**src/rtl/arb_pkg.sv**
```systemverilog
// Shared constants, state encoding and helpers for the 8-way round-robin arbiter.
package arb_pkg;

   localparam int N_REQ = 8;
   localparam int IDX_W = 3;
   localparam int CNT_W = 8;

   typedef enum logic {
      IDLE = 1'b0,
      BUSY = 1'b1
   } state_e;

   function automatic logic [N_REQ-1:0] onehot(input logic [IDX_W-1:0] i);
      return N_REQ'(1) << i;
   endfunction

endpackage

```
**src/rtl/rr_prio_encoder_8x3.sv**
```systemverilog
// Rotating priority encoder: picks the first set bit of (req & mask) scanning
// upward from ptr with wrap-around.
module rr_prio_encoder_8x3
   import arb_pkg::*;
(
   input  logic [N_REQ-1:0] req,
   input  logic [IDX_W-1:0] ptr,
   input  logic [N_REQ-1:0] mask,
   output logic [IDX_W-1:0] idx,
   output logic             found
);

   logic [N_REQ-1:0]   masked;
   logic [2*N_REQ-1:0] dbl;
   logic [N_REQ-1:0]   rot;
   logic [IDX_W-1:0]   sel;

   always_comb begin
      masked = req & mask;
      // rot[i] holds masked[(i + ptr) mod 8], so bit 0 is the highest priority
      dbl    = {masked, masked} >> ptr;
      rot    = dbl[N_REQ-1:0];
      found  = |rot;
      sel    = '0;
      for (int i = N_REQ - 1; i >= 0; i--) begin
         if (rot[i]) sel = IDX_W'(i);
      end
      idx = sel + ptr;
   end

endmodule

```
**src/rtl/rr_arbiter_8x3.sv**
```systemverilog
// Round-robin arbiter for 8 requesters. A requester holds req high while it owns
// the resource; gnt stays asserted until req drops or the hold limit preempts it.
module rr_arbiter_8x3
   import arb_pkg::*;
#(
   parameter int unsigned MAX_HOLD = 16
) (
   input  logic             clk,
   input  logic             rst_n,
   input  logic [N_REQ-1:0] req,
   output logic [N_REQ-1:0] gnt,
   output logic [IDX_W-1:0] gnt_idx,
   output logic             gnt_valid,
   output logic             preempt,
   output state_e           dbg_state_o
);

   state_e           state_q, state_d;
   logic [IDX_W-1:0] ptr_q, ptr_d;
   logic [CNT_W-1:0] cnt_q, cnt_d;
   logic [N_REQ-1:0] gnt_q, gnt_d;
   logic [IDX_W-1:0] idx_q, idx_d;
   logic             valid_q, valid_d;
   logic             preempt_q, preempt_d;

   logic [IDX_W-1:0] arb_ptr;
   logic [N_REQ-1:0] arb_mask;
   logic [IDX_W-1:0] win_idx;
   logic             win_found;
   logic             hold_limit;

   // While busy, any re-arbitration starts after the owner and excludes it.
   always_comb begin
      if (state_q == BUSY) begin
         arb_ptr  = idx_q + 3'd1;
         arb_mask = ~onehot(idx_q);
      end else begin
         arb_ptr  = ptr_q;
         arb_mask = '1;
      end
   end

   rr_prio_encoder_8x3 u_enc (
      .req   (req),
      .ptr   (arb_ptr),
      .mask  (arb_mask),
      .idx   (win_idx),
      .found (win_found)
   );

   assign hold_limit = (MAX_HOLD != 0) && (cnt_q == CNT_W'(MAX_HOLD));

   always_comb begin
      state_d   = state_q;
      ptr_d     = ptr_q;
      cnt_d     = cnt_q;
      gnt_d     = gnt_q;
      idx_d     = idx_q;
      valid_d   = valid_q;
      preempt_d = 1'b0;
      case (state_q)
         IDLE: begin
            if (win_found) begin
               state_d = BUSY;
               gnt_d   = onehot(win_idx);
               idx_d   = win_idx;
               valid_d = 1'b1;
               cnt_d   = '0;
            end
         end
         BUSY: begin
            if (req[idx_q]) begin
               if (hold_limit) begin
                  cnt_d = '0;
                  if (win_found) begin
                     preempt_d = 1'b1;
                     ptr_d     = idx_q + 3'd1;
                     gnt_d     = onehot(win_idx);
                     idx_d     = win_idx;
                  end
               end else if (cnt_q != '1) begin
                  cnt_d = cnt_q + CNT_W'(1);
               end
            end else begin
               ptr_d = idx_q + 3'd1;
               cnt_d = '0;
               if (win_found) begin
                  gnt_d = onehot(win_idx);
                  idx_d = win_idx;
               end else begin
                  state_d = IDLE;
                  gnt_d   = '0;
                  idx_d   = '0;
                  valid_d = 1'b0;
               end
            end
         end
         default: state_d = IDLE;
      endcase
   end

   always_ff @(posedge clk or negedge rst_n) begin
      if (!rst_n) begin
         state_q   <= IDLE;
         ptr_q     <= '0;
         cnt_q     <= '0;
         gnt_q     <= '0;
         idx_q     <= '0;
         valid_q   <= 1'b0;
         preempt_q <= 1'b0;
      end else begin
         state_q   <= state_d;
         ptr_q     <= ptr_d;
         cnt_q     <= cnt_d;
         gnt_q     <= gnt_d;
         idx_q     <= idx_d;
         valid_q   <= valid_d;
         preempt_q <= preempt_d;
      end
   end

   assign gnt         = gnt_q;
   assign gnt_idx     = idx_q;
   assign gnt_valid   = valid_q;
   assign preempt     = preempt_q;
   assign dbg_state_o = state_q;

endmodule

```
**config.mk**
```make
export PLATFORM = sky130hd
export DESIGN_NAME = rr_arbiter_8x3
export DESIGN_NICKNAME = d
export VERILOG_FILES = /design/src/rtl/arb_pkg.sv /design/src/rtl/rr_prio_encoder_8x3.sv /design/src/rtl/rr_arbiter_8x3.sv
export SDC_FILE = /design/constraint.sdc
export NUM_CORES = 1
export LEC_CHECK = 0
export CAP_MARGIN = 40
export CORE_ASPECT_RATIO = 1.25
export CORE_MARGIN = 2
export CORE_UTILIZATION = 55
export CTS_CLUSTER_SIZE = 30
export DETAILED_ROUTE_END_ITERATION = 8
export DONT_BUFFER_PORTS = 1
export GPL_TIMING_DRIVEN = 0
export PLACE_DENSITY = 0.79
export SYNTH_ARGS = -nofsm -noshare
export SYNTH_HDL_FRONTEND = slang
export SYNTH_SLANG_ARGS = --single-unit
export TNS_END_PERCENT = 1
```
**constraint.sdc**
```tcl
create_clock -name clk -period 5 [get_ports clk]
set_input_delay 0.75 -clock clk [delete_from_list [all_inputs] [get_ports clk]]
set_output_delay 0.75 -clock clk [all_outputs]
set_load 0.1 [all_outputs]
```
layer_met2.png
Cells faint in the background.
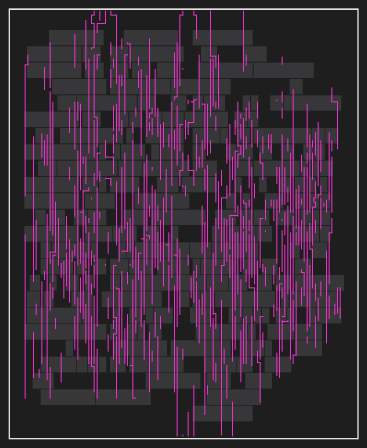
share of all routed wire: 52%
main direction: vertical
GRT met2 Usage: 43.1%
DRT Wirelength: 4520 µm
via count: 1672

cell_density.png
The die is cut into 6 by 7 equal tiles; white is low, dark blue is high, 0 to 100% covered.
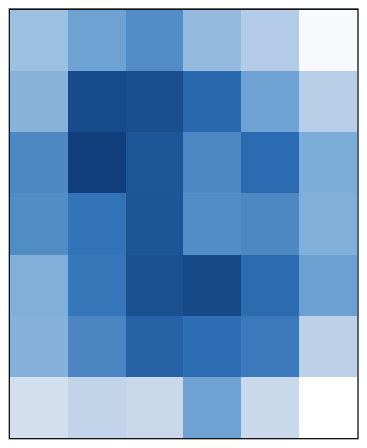
nearly empty tiles: 2.4%
tiles over 75% full: 26%
fullest tile: 94%
densest ninth of the die: center
mean over tiles: 57%

flops_by_reg.png
Other sequential cells in the stronger gray, the rest of the logic in the fainter gray.
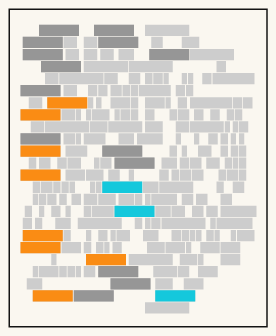
| signal | color | sequential cells |
|---|---|---|
| ptr_q | cyan | 3 |
| cnt_q | orange | 8 |
not colored: 14
Layout Utilization: 68.4%
fraction of area in registers: 26.3%
FF/Latch Area: 626 µm²

==> flow_metrics.py <==
# Physical implementation metrics
metrics = {
    "worst_setup_path": {
        "worstSetupEndpoint": "gnt[0]",
        "path_class": "flop to flop",
        "r2r_setup_slack_ps": 920,
        "worstPathRequired_ps": 5140,
        "worst_setup_path_end_kind": "flop",
        "cp_cell_sequence": "inv_1 -> ha_1 -> mux2_4 -> inv_4 -> a21oi_2 -> a22oi_1 -> nand2_1 -> a221oi_1 -> o22ai_1 -> a31oi_1 -> ha_1 -> inv_1 -> fa_1 -> nand2_1 -> a21oi_1 -> a22oi_1 -> o2bb2ai_1",
        "worstSetupStartpoint": "gnt_idx[0]",
    },
    "cells_and_area": {
        "synthToLayoutAreaGrowth_pct": 19.7,
        "drive_gt1_share_pct": 19.7,
        "final_common_cell": "dfrtp_1",
        "bufAreaShareNonClock_pct": 13.8,
        "stdcell_area_um2": 2380,
        "buffers": 16,
        "logic_area_um2": 1290,
    },
    "final_timing": {
        "worst_slack_ps": 923,
        "fin_setup_tns_ps": 0,
        "worst_pin_slew_ps": 891,
        "fin_crit_sh_pct": 81.5,
    },
    "clocking": {
        "insertion_delay_ps": 260,
        "cts_tree": "yes",
        "htreeDepth": 1,
        "cts_root_buf": "clkbuf_8",
    },
    "global_route": {
        "grt_overflow": 0,
        "met3_usage_pct": 3.07,
        "grt-busiest-layer": "met2",
    },
    "placement": {
        "pre_cts_slack_ps": 932,
        "place_inst": 257,
    },
    "detailed_routing": {
        "wl_met2_um": 2350,
        "vias_per_cell": 6.38,
    },
    "die": {
        "rows": 24,
        "chipWidth_um": 57.8,
        "fp_util_pct": 57.1,
    },
    "hold_path": {
        "hp-class": "primary input to asynchronous set/reset pin",
    },
    "synth": {
        "synth_top_cell_by_area": "dfrtp_1",
        "top_cells_by_area": "dfrtp_1, ha_1, nand3_1",
        "common_cells": "dfrtp_1, nand2_1, nand3_1, a21oi_1, inv_1",
        "postSynthAreaPerCell_um2": 9.61,
        "yosys_area_um2": 1990,
    },
    "outcome": {
        "status": "complete, no violations",
    },
}
placement.png
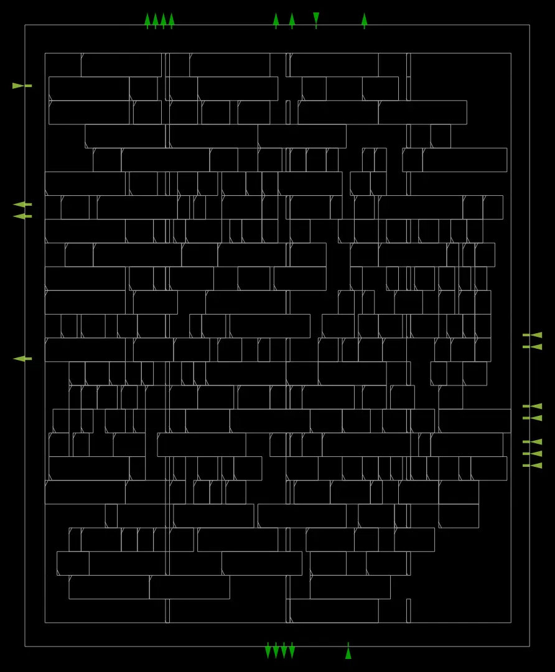
Finished Layout Cells: 262
tap cells: 39
total core area: 3480 µm²
Seq Cell Count: 25
Filler Cell Count: 289

layer_met1.png
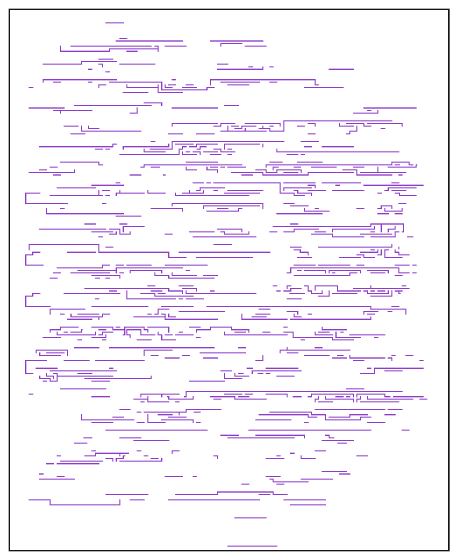
nets with wire on the layer: 232
wire length on this layer: 1870 µm
routing usage on met1: 28.9%

